File: src/rtl/pc_ctrl_pkg.sv
// Shared types for the fetch-stage PC redirect controller.
package pc_ctrl_pkg;

    typedef enum logic [1:0] {
        RUN      = 2'd0,
        DRAIN    = 2'd1,
        REDIRECT = 2'd2
    } state_e;

    typedef enum logic [1:0] {
        SRC_NONE = 2'd0,
        SRC_TRAP = 2'd1,
        SRC_BR   = 2'd2,
        SRC_JMP  = 2'd3
    } src_e;

    localparam int PERF_W = 32;

endpackage

File: src/rtl/pc_redirect_prio.sv
// Fixed-priority redirect picker: trap over branch mispredict over predicted jump.
module pc_redirect_prio
    import pc_ctrl_pkg::*;
#(
    parameter int XLEN = 64
) (
    input  logic            trap_valid,
    input  logic [XLEN-1:0] trap_pc,
    input  logic            br_valid,
    input  logic [XLEN-1:0] br_target,
    input  logic            jump_valid,
    input  logic [XLEN-1:0] jump_target,
    output src_e            src,
    output logic [XLEN-1:0] target
);

    always_comb begin
        src    = SRC_NONE;
        target = '0;
        if (trap_valid) begin
            src    = SRC_TRAP;
            target = trap_pc;
        end else if (br_valid) begin
            src    = SRC_BR;
            target = br_target;
        end else if (jump_valid) begin
            src    = SRC_JMP;
            target = jump_target;
        end
    end

endmodule

File: src/rtl/pc_redirect_ctrl.sv
// PC redirect/hold/flush sequencer for the fetch stage.
// Optional perf counters are built when PC_REDIRECT_PERF_EN is defined.
module pc_redirect_ctrl
    import pc_ctrl_pkg::*;
#(
    parameter int XLEN         = 64,
    parameter int DRAIN_CYCLES = 2
) (
    input  logic              clk,
    input  logic              rst,
    input  logic              trap_valid,
    input  logic [XLEN-1:0]   trap_pc,
    input  logic              br_mis_valid,
    input  logic [XLEN-1:0]   br_target,
    input  logic              if_jump_valid,
    input  logic [XLEN-1:0]   if_jump_target,
    input  logic              load_use_hazard,
    input  logic              csr_busy,
    input  logic              fetch_ready,
    output logic              redirect_valid,
    output logic [XLEN-1:0]   redirect_pc,
    output logic [1:0]        redirect_src,
    output logic              hold_pc,
    output logic              flush_front,
    output logic              flush_all,
    output logic              busy,
    output logic [PERF_W-1:0] perf_redirects,
    output logic [PERF_W-1:0] perf_stalls
);

    localparam int CNT_W      = (DRAIN_CYCLES > 1) ? $clog2(DRAIN_CYCLES) : 1;
    localparam int DRAIN_LOAD = (DRAIN_CYCLES > 0) ? DRAIN_CYCLES - 1 : 0;

    state_e            state, state_next;
    logic [CNT_W-1:0]  drain_cnt, drain_cnt_next;
    logic [XLEN-1:0]   pc_q, pc_next;
    src_e              src_q, src_next;
    logic              hazard;
    src_e              pick_src;
    logic [XLEN-1:0]   pick_pc;

    assign hazard = load_use_hazard | csr_busy;

    // A jump seen under a hazard hold is dropped; IF presents it again later.
    pc_redirect_prio #(.XLEN(XLEN)) u_prio (
        .trap_valid  (trap_valid),
        .trap_pc     (trap_pc),
        .br_valid    (br_mis_valid),
        .br_target   (br_target),
        .jump_valid  (if_jump_valid & ~hazard),
        .jump_target (if_jump_target),
        .src         (pick_src),
        .target      (pick_pc)
    );

    always_comb begin
        state_next     = state;
        drain_cnt_next = drain_cnt;
        pc_next        = pc_q;
        src_next       = src_q;
        hold_pc        = 1'b0;
        case (state)
            RUN: begin
                hold_pc = hazard;
                if (pick_src != SRC_NONE) begin
                    pc_next    = pick_pc;
                    src_next   = pick_src;
                    state_next = REDIRECT;
                    if (pick_src == SRC_TRAP && DRAIN_CYCLES > 0) begin
                        state_next     = DRAIN;
                        drain_cnt_next = CNT_W'(DRAIN_LOAD);
                    end
                end
            end
            DRAIN: begin
                hold_pc = 1'b1;
                if (drain_cnt == '0) begin
                    state_next = REDIRECT;
                end else begin
                    drain_cnt_next = drain_cnt - 1'b1;
                end
            end
            REDIRECT: begin
                // Only a trap may preempt; younger branches/jumps are being flushed.
                if (pick_src == SRC_TRAP) begin
                    pc_next  = pick_pc;
                    src_next = SRC_TRAP;
                    if (DRAIN_CYCLES > 0) begin
                        state_next     = DRAIN;
                        drain_cnt_next = CNT_W'(DRAIN_LOAD);
                    end
                end else if (fetch_ready) begin
                    state_next = RUN;
                    src_next   = SRC_NONE;
                end
            end
            default: state_next = RUN;
        endcase
    end

    always_ff @(posedge clk or posedge rst) begin
        if (rst) begin
            state          <= RUN;
            drain_cnt      <= '0;
            pc_q           <= '0;
            src_q          <= SRC_NONE;
            redirect_valid <= 1'b0;
            flush_front    <= 1'b0;
            flush_all      <= 1'b0;
            busy           <= 1'b0;
        end else begin
            state          <= state_next;
            drain_cnt      <= drain_cnt_next;
            pc_q           <= pc_next;
            src_q          <= src_next;
            redirect_valid <= (state_next == REDIRECT);
            flush_front    <= (state_next == REDIRECT) && (src_next != SRC_TRAP);
            flush_all      <= (state_next == DRAIN) ||
                              ((state_next == REDIRECT) && (src_next == SRC_TRAP));
            busy           <= (state_next != RUN);
        end
    end

    assign redirect_pc  = pc_q;
    assign redirect_src = src_q;

`ifdef PC_REDIRECT_PERF_EN
    logic [PERF_W-1:0] redir_cnt, stall_cnt;

    always_ff @(posedge clk or posedge rst) begin
        if (rst) begin
            redir_cnt <= '0;
            stall_cnt <= '0;
        end else begin
            if (redirect_valid && fetch_ready) redir_cnt <= redir_cnt + 1'b1;
            if (hold_pc) stall_cnt <= stall_cnt + 1'b1;
        end
    end

    assign perf_redirects = redir_cnt;
    assign perf_stalls    = stall_cnt;
`else
    assign perf_redirects = '0;
    assign perf_stalls    = '0;
`endif

endmodule

File: config.mk
export PLATFORM = sky130hd
export DESIGN_NAME = pc_redirect_ctrl
export DESIGN_NICKNAME = d
export VERILOG_FILES = /design/src/rtl/pc_ctrl_pkg.sv /design/src/rtl/pc_redirect_prio.sv /design/src/rtl/pc_redirect_ctrl.sv
export SDC_FILE = /design/constraint.sdc
export NUM_CORES = 1
export LEC_CHECK = 0
export ABC_AREA = 1
export CAP_MARGIN = 10
export CORE_AREA = 2 2 130 132
export DETAILED_ROUTE_END_ITERATION = 7
export DIE_AREA = 0 0 132 134
export GPL_TIMING_DRIVEN = 0
export PLACE_DENSITY = 0.75
export SYNTH_ARGS = -nofsm -noshare
export SYNTH_HDL_FRONTEND = slang
export SYNTH_HIERARCHICAL = 1
export SYNTH_SLANG_ARGS = --single-unit
File: constraint.sdc
create_clock -name clk -period 2.9 [get_ports clk]
set_input_delay 0.58 -clock clk [delete_from_list [all_inputs] [get_ports clk]]
set_output_delay 0.58 -clock clk [all_outputs]
set_load 0.1 [all_outputs]
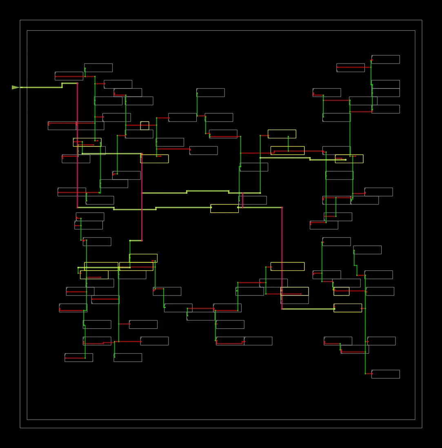
Run 1: clock nets
flop count: 73
clk latency late pin: 340 ps
TritonCTS buffer count: 9
# clk buffers: 10
clk_skew: 5.60 ps

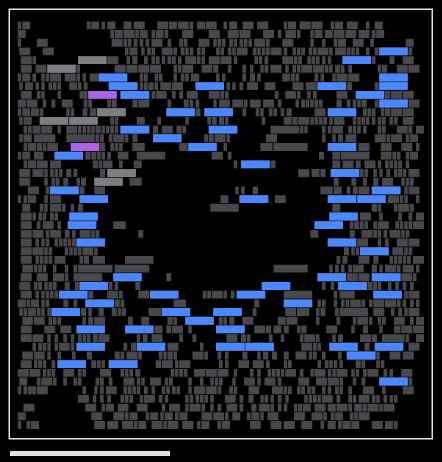
Run 1: where the registers sit
The bar under the picture is 50 um long.
signal	colour	placed flops
redirect_pc	blue	64
state	purple	2
not coloured	7

==> reports/metrics.csv, run 1 <==
stage;metric;value;unit
sta;finalSetupTns;0;ps
power_and_ir_drop;power_clock;1380;uW
power_and_ir_drop;p_clk_share;13.7;%
yosys;ys_cells;883;
layout;seq_share;20.3;%
yosys;syn_area;0.00539;mm^2
sta;worst_slack;193;ps
power_and_ir_drop;powerComb;6870;uW
layout;lay_top_count;nand2_1;
critical_path;cp.depth;4;
critical_path;worstSetupStartpointType;input pin;
critical_path;crit_path_end_kind;output port;
layout;largest_class;buffers;
global_route;grt_max_degree;39;
clocking;clkTransAtPathRegs;60;ps
layout;inv_count;14;
floorplanning;pin_count;335;
clocking;cts_root_buffer;clkbuf_16;
yosys;ys_sh_aoi;0.627;%
job;warning_count;26;
layout;drive_above_1_share;11.5;%
power_and_ir_drop;seqPwrFrac;18.1;%
outcome;status;completed;
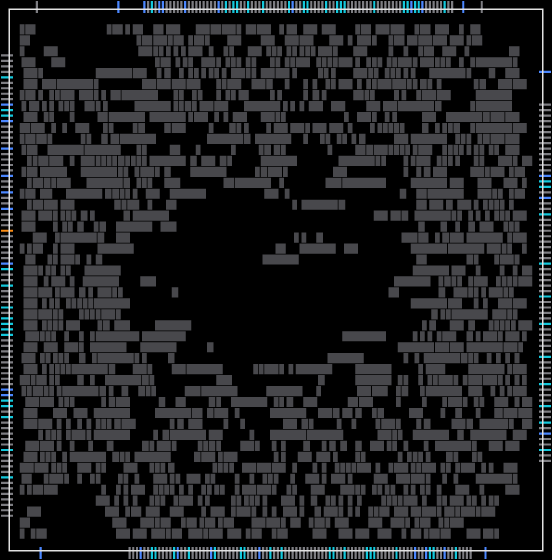
Run 1: I/O pins on the die edge
Pins as bars across the die edge, other pins in grey.
port	colour	pins	direction	edge
if_jump_target	cyan	64	input	19 bottom, 19 top, 15 left, 11 right
if_jump_valid	orange	1	input	left
perf_stalls	blue	32	output	10 top, 9 left, 9 bottom, 4 right

==> run 1 -> run 2 <==
--- a/config.mk
+++ b/config.mk
@@ -5,12 +5,11 @@
 export SDC_FILE = /design/constraint.sdc
 export NUM_CORES = 1
 export LEC_CHECK = 0
-export ABC_AREA = 1
 export CAP_MARGIN = 10
-export CORE_AREA = 2 2 130 132
+export CORE_AREA = 2 2 129 131
 export DETAILED_ROUTE_END_ITERATION = 7
-export DIE_AREA = 0 0 132 134
-export GPL_TIMING_DRIVEN = 0
+export DIE_AREA = 0 0 131 133
+export GPL_TIMING_DRIVEN = 1
 export PLACE_DENSITY = 0.75
 export SYNTH_ARGS = -nofsm -noshare
 export SYNTH_HDL_FRONTEND = slang
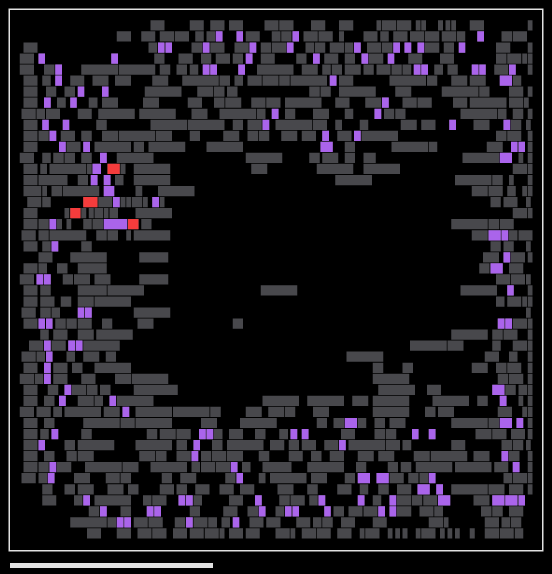
Run 2: logic cells by family
The bar under the picture is 50 um long.
family	colour	cells
non-inverting ao/oa cells	red	4
aoi and oai cells	purple	137
most frequent logic cell in the layout: clkdlybuf4s50_1
logic share of the area: 34.9%
Non-Filler Instances: 1006

==> run 2 against run 1 <==
Sequential share of layout area grew 3.1 points; critical path type is now input pin to flop; total power shrank 8.3%; largest power group unchanged; global-route usage shrank 5.9 points; largest cell class is now logic gates; clock skew shrank 0.66 ps; critical endpoint is now redirect_pc[30]; core utilization shrank 7.0 points; critical path depth grew 5.
==> reports/metrics.csv, run 2 <==
stage;metric;value;unit;change
critical_path;worstSetupStartpointType;input pin;;
critical_path;crit_path_end_kind;flop;;
global_route;grt_max_degree;129;;+230%
sta;worst_slack;605;ps;+412 ps
power_and_ir_drop;seqPwrFrac;19.9;%;+1.8 points
layout;seq_share;23.4;%;+3.1 points
power_and_ir_drop;powerComb;6290;uW;-8.4%
yosys;ys_cells;537;;-39%
yosys;syn_area;0.00520;mm^2;-3.4%
layout;drive_above_1_share;14.4;%;+2.9 points
yosys;ys_sh_aoi;15.1;%;+14 points
critical_path;cp.depth;9;;+5
clocking;clkLatencyLatePin;330;ps;about the same
floorplanning;pin_count;335;;unchanged
layout;inv_count;7;;-7
job;warning_count;30;;+15%
sta;fin_skew;4.94;ps;-0.663 ps
layout;largest_class;logic gates;;
sta;finalSetupTns;0;ps;unchanged
clocking;clkTransAtPathRegs;60;ps;about the same
outcome;status;completed;;
power_and_ir_drop;power_clock;1110;uW;-20%
power_and_ir_drop;max-vdd-ir-drop;0.000708;V;
yosys;yosys.cell_types.count;27;;
Power and IR drop assume default switching activity.
